<file path="src/rtl/uart_tx_arbiter_if.sv">
// Handshake bundle between the echo/result requesters, the UART transmitter and the TX arbiter.
// The arbiter takes the slave side; whatever drives the requesters and UART takes the master side.
interface uart_tx_arbiter_if;
    logic       i_echo_wr;
    logic [7:0] i_echo_data;
    logic       i_res_empty;
    logic [7:0] i_res_data;
    logic       o_res_rd;
    logic       o_tx_start;
    logic [7:0] o_tx_data;
    logic       i_tx_done;
    logic       o_locked;
    logic       o_echo_ovf;

    modport slave (
        input  i_echo_wr, i_echo_data, i_res_empty, i_res_data, i_tx_done,
        output o_res_rd, o_tx_start, o_tx_data, o_locked, o_echo_ovf
    );

    modport master (
        output i_echo_wr, i_echo_data, i_res_empty, i_res_data, i_tx_done,
        input  o_res_rd, o_tx_start, o_tx_data, o_locked, o_echo_ovf
    );
endinterface

</file>
<file path="src/rtl/uart_tx_arbiter.sv">
// Shares one UART transmitter between echoed input and calculator result lines,
// keeping a result line atomic until its terminator is sent or the line stalls.
//
// state | meaning
// IDLE  | evaluate echo/result requests, grant one per cycle
// BUSY  | character held on o_tx_start/o_tx_data until i_tx_done
module uart_tx_arbiter #(
    parameter int         ECHO_DEPTH   = 4,
    parameter logic [7:0] TERM_CHAR    = 8'h0A,
    parameter int         LOCK_TIMEOUT = 65535
) (
    input logic              i_clk,
    input logic              i_rst,
    uart_tx_arbiter_if.slave bus
);
    localparam int AW = $clog2(ECHO_DEPTH);
    localparam int CW = $clog2(LOCK_TIMEOUT + 1);
    localparam logic [AW:0]   DEPTH_C   = (AW + 1)'(ECHO_DEPTH);
    localparam logic [CW-1:0] LOCK_LAST = CW'(LOCK_TIMEOUT - 1);

    typedef enum logic {IDLE, BUSY} state_t;

    state_t        state;
    logic [7:0]    echo_mem [ECHO_DEPTH];
    logic [AW-1:0] wr_ptr;
    logic [AW-1:0] rd_ptr;
    logic [AW:0]   echo_cnt;
    logic          last_res;
    logic [CW-1:0] lock_cnt;
    logic          echo_req;
    logic          res_req;
    logic          grant_echo;
    logic          grant_res;
    logic          push_ok;

    always_comb begin
        echo_req   = (echo_cnt != '0);
        res_req    = ~bus.i_res_empty;
        grant_echo = 1'b0;
        grant_res  = 1'b0;
        if (state == IDLE && !i_rst) begin
            if (bus.o_locked) begin
                grant_res = res_req;
            end else if (echo_req && res_req) begin
                // round-robin: the side that did not win last time goes first
                grant_res  = ~last_res;
                grant_echo = last_res;
            end else begin
                grant_res  = res_req;
                grant_echo = echo_req;
            end
        end
    end

    // popping the result head in the grant cycle keeps capture and pop in one edge
    assign bus.o_res_rd = grant_res;
    assign push_ok      = bus.i_echo_wr && ((echo_cnt != DEPTH_C) || grant_echo);

    always_ff @(posedge i_clk) begin
        if (i_rst) begin
            wr_ptr         <= '0;
            rd_ptr         <= '0;
            echo_cnt       <= '0;
            bus.o_echo_ovf <= 1'b0;
        end else begin
            if (push_ok) begin
                echo_mem[wr_ptr] <= bus.i_echo_data;
                wr_ptr           <= wr_ptr + 1'b1;
            end
            if (grant_echo) begin
                rd_ptr <= rd_ptr + 1'b1;
            end
            if (push_ok && !grant_echo) begin
                echo_cnt <= echo_cnt + 1'b1;
            end else if (!push_ok && grant_echo) begin
                echo_cnt <= echo_cnt - 1'b1;
            end
            if (bus.i_echo_wr && !push_ok) begin
                bus.o_echo_ovf <= 1'b1;
            end
        end
    end

    always_ff @(posedge i_clk) begin
        if (i_rst) begin
            state          <= IDLE;
            bus.o_tx_start <= 1'b0;
            bus.o_tx_data  <= 8'h00;
            bus.o_locked   <= 1'b0;
            lock_cnt       <= '0;
            last_res       <= 1'b1;
        end else begin
            case (state)
                IDLE: begin
                    if (grant_res) begin
                        bus.o_tx_data  <= bus.i_res_data;
                        bus.o_tx_start <= 1'b1;
                        bus.o_locked   <= (bus.i_res_data != TERM_CHAR);
                        lock_cnt       <= '0;
                        last_res       <= 1'b1;
                        state          <= BUSY;
                    end else if (grant_echo) begin
                        bus.o_tx_data  <= echo_mem[rd_ptr];
                        bus.o_tx_start <= 1'b1;
                        last_res       <= 1'b0;
                        state          <= BUSY;
                    end else if (bus.o_locked && bus.i_res_empty) begin
                        // a stalled line must not starve the echo path forever
                        if (lock_cnt == LOCK_LAST) begin
                            bus.o_locked <= 1'b0;
                            lock_cnt     <= '0;
                        end else begin
                            lock_cnt <= lock_cnt + 1'b1;
                        end
                    end
                end
                BUSY: begin
                    if (bus.i_tx_done) begin
                        bus.o_tx_start <= 1'b0;
                        state          <= IDLE;
                    end
                end
                default: state <= IDLE;
            endcase
        end
    end
endmodule
</file>
<file path="src/flat_wrapper.sv">
// flat-port wrapper written by rule: the top's interface ports become plain ports
module uart_tx_arbiter_flat 
#(
    parameter int         ECHO_DEPTH   = 4,
    parameter logic [7:0] TERM_CHAR    = 8'h0A,
    parameter int         LOCK_TIMEOUT = 65535
)
  (i_clk, i_rst, bus_i_echo_wr, bus_i_echo_data, bus_i_res_empty, bus_i_res_data, bus_i_tx_done, bus_o_res_rd, bus_o_tx_start, bus_o_tx_data, bus_o_locked, bus_o_echo_ovf);
  uart_tx_arbiter_if bus_i ();
  input logic i_clk;
  input logic i_rst;
  input wire logic [$bits(bus_i.i_echo_wr)-1:0] bus_i_echo_wr;
  input wire logic [$bits(bus_i.i_echo_data)-1:0] bus_i_echo_data;
  input wire logic [$bits(bus_i.i_res_empty)-1:0] bus_i_res_empty;
  input wire logic [$bits(bus_i.i_res_data)-1:0] bus_i_res_data;
  input wire logic [$bits(bus_i.i_tx_done)-1:0] bus_i_tx_done;
  output wire logic [$bits(bus_i.o_res_rd)-1:0] bus_o_res_rd;
  output wire logic [$bits(bus_i.o_tx_start)-1:0] bus_o_tx_start;
  output wire logic [$bits(bus_i.o_tx_data)-1:0] bus_o_tx_data;
  output wire logic [$bits(bus_i.o_locked)-1:0] bus_o_locked;
  output wire logic [$bits(bus_i.o_echo_ovf)-1:0] bus_o_echo_ovf;
  assign bus_i.i_echo_wr = bus_i_echo_wr;
  assign bus_i.i_echo_data = bus_i_echo_data;
  assign bus_i.i_res_empty = bus_i_res_empty;
  assign bus_i.i_res_data = bus_i_res_data;
  assign bus_i.i_tx_done = bus_i_tx_done;
  assign bus_o_res_rd = bus_i.o_res_rd;
  assign bus_o_tx_start = bus_i.o_tx_start;
  assign bus_o_tx_data = bus_i.o_tx_data;
  assign bus_o_locked = bus_i.o_locked;
  assign bus_o_echo_ovf = bus_i.o_echo_ovf;
  uart_tx_arbiter #(.ECHO_DEPTH(ECHO_DEPTH), .TERM_CHAR(TERM_CHAR), .LOCK_TIMEOUT(LOCK_TIMEOUT)) u_core (.i_clk(i_clk), .i_rst(i_rst), .bus(bus_i));
endmodule
</file>
<file path="config.mk">
export PLATFORM = sky130hd
export DESIGN_NAME = uart_tx_arbiter_flat
export DESIGN_NICKNAME = d
export VERILOG_FILES = /design/src/rtl/uart_tx_arbiter_if.sv /design/src/rtl/uart_tx_arbiter.sv /design/src/flat_wrapper.sv
export SDC_FILE = /design/constraint.sdc
export NUM_CORES = 1
export LEC_CHECK = 0
export ABC_AREA = 1
export CAP_MARGIN = 40
export CORE_ASPECT_RATIO = 1.25
export CORE_MARGIN = 3
export CORE_UTILIZATION = 55
export DETAILED_ROUTE_END_ITERATION = 10
export GPL_ROUTABILITY_DRIVEN = 0
export PLACE_DENSITY = 0.78
export SETUP_SLACK_MARGIN = 0.02
export SYNTH_ARGS = -nofsm -noshare
export SYNTH_HDL_FRONTEND = slang
export SYNTH_SLANG_ARGS = --single-unit
</file>
<file path="constraint.sdc">
create_clock -name i_clk -period 7.1 [get_ports i_clk]
set_clock_uncertainty 0.05 [all_clocks]
set_input_delay 1.775 -clock i_clk [delete_from_list [all_inputs] [get_ports i_clk]]
set_output_delay 1.775 -clock i_clk [all_outputs]
set_load 0.01 [all_outputs]
</file>
Figure 1. Nets reached from selected ports.
Bar = 20 µm.
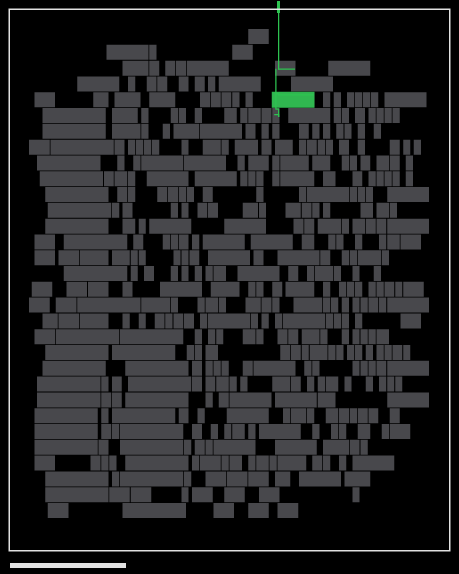
| colour | port | bits | direction | end cells | buffers | wire |
|---|---|---|---|---|---|---|
| green | bus_o_echo_ovf | 1 | output | 1 | 1 | 29.0 µm |

Figure 2. Where the registers sit.
Bar = 20 µm.
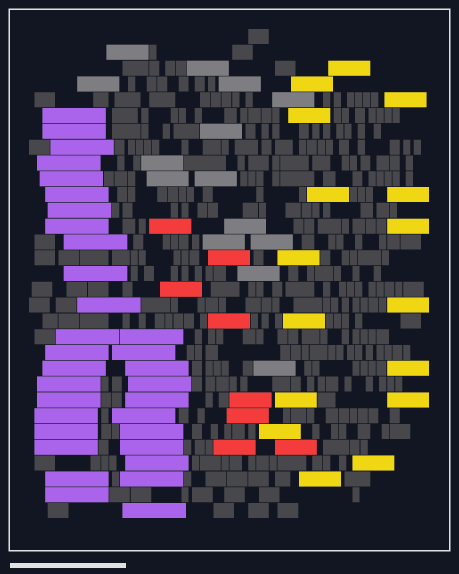
| colour | signal | sequential cells |
|---|---|---|
| yellow | u_core.lock_cnt | 16 |
| red | u_core.bus.o_tx_data | 8 |
| purple | u_core.echo_mem | 32 |

==> impl_metrics.yaml <==
# synthesis and place-and-route metrics
pwr:
  clkPwrFrac: 0.252
  pwr-share-seq: 0.461
  power_leader: "registers"
  powerDensity_mw_per_mm2: 299
  p_leak_uw: 0.00147
  p_sw_uw: 410
  clock_power_uw: 288
  comb_power_uw: 328
  pg_seq_uw: 528
setup_path:
  critPathRequiredTime_ps: 5280
  crit_type: "in -> out"
  cpMostUsedCell: "clkdlybuf4s50_1"
  cp_slowest_stage_delay_ps: 580
  cp_slowest_cell: "clkdlybuf4s50_1"
synthesis:
  yosysCellCount: 403
  ff_type: "dfxtp_1"
  synth_cell_types: 34
  syn_area_mm2: 0.00333
  ys_seq_share: 0.517
  common_cells: "nand2_1, nor2_1, inv_1, dfxtp_1, o21ai_0"
  ys_seq_elements: 70
  yosysWarnings: 0
  avgSynthCellArea_um2: 8.26
  yosysMostFrequentCell: "nand2_1"
finish:
  syn2layout_area_growth_pct: 15.2
  bufAreaShareNonClock: 0.0855
  reg.largest.list: "u_core.echo_mem x32, u_core.lock_cnt x16, u_core.bus.o_tx_data x8"
  seq_share: 0.449
  mi_logic_area_mm2: 0.00132
  utilization: 0.659
  nets: 464
  num_antenna_cells: 0
  buffers: 33
  fin_cells: 506
  clockBufferCount: 9
  regMostFlops: "u_core.echo_mem"
  fill_cells: 504
  lay_top_count: "nand2_1"
  final_area_mm2: 0.00383
place:
  hpwl_um: 4920
  placed_area_mm2: 0.00365
timing:
  fin_ws_ps: 1600
  fmax_ghz: 0.182
  holdWs_ps: 414
  finalSetupViolations: 0
  slew_headroom: 0.470
  worst_pin_slew_ps: 792
route:
  via_per_inst: 5.23
  met2_length_um: 3520
  wl_met3_um: 235
  maxUsedRoutingLayer: "met4"
  drtAntennaViolNets: 0
  drc: 0
  drt_first_pass_iters: 4
  wl_met1_um: 2770
global_routing:
  grt_pass1_vias: 2511
  grtUsageMet3: 0.0419
  use_met1: 0.255
  grt-ovfl-total: 0
  grt_start_max_net_pins: 20
  antenna_found_initial: 0
clocking:
  postCtsResizedCells: 0
  clockBufferDepth: 2
  post_cts_buffers: 0
  hold_buffers: 0
  htreeDepth: 3
  path_clk_slew_ps: 80
  cts-root-buf: "clkbuf_8"
  clock_latency_ps: 340
flow_run:
  tool_warnings: 30
min_path:
  min_path_type: "reg -> reg"
floorplanning:
  initial_core_util: 0.572
  die_width_um: 75.6
  fp.dieH_um: 93.0
status:
  status: "completed"
cells by family (layout without fill, tap and decap cells):
family          count (synthesis)  count (layout)  share of synthesized area
flops                          70              70                      0.517
xor+xnor                        5               5                     0.0132
fa+ha+maj                       8               8                     0.0323
buf+inv                        66             103                     0.0868
compound gates                 66              66                      0.110
simple gates                  188             188                      0.240
worst paths after layout:
check	from	to	slack (ps)	cells after the start
max	i_rst	bus_o_res_rd	1600	6
min	u_core.bus.o_echo_ovf	u_core.bus.o_echo_ovf	410	2
max reg2reg	u_core.state	u_core.echo_cnt[2]	4880	12
min reg2reg	u_core.bus.o_echo_ovf	u_core.bus.o_echo_ovf	410	2
critical path, delay by kind of cell:
family,cells,cell delay [ps]
buf+inv,4,1460
simple gates,2,440
Power is estimated from default activity; no workload was simulated.
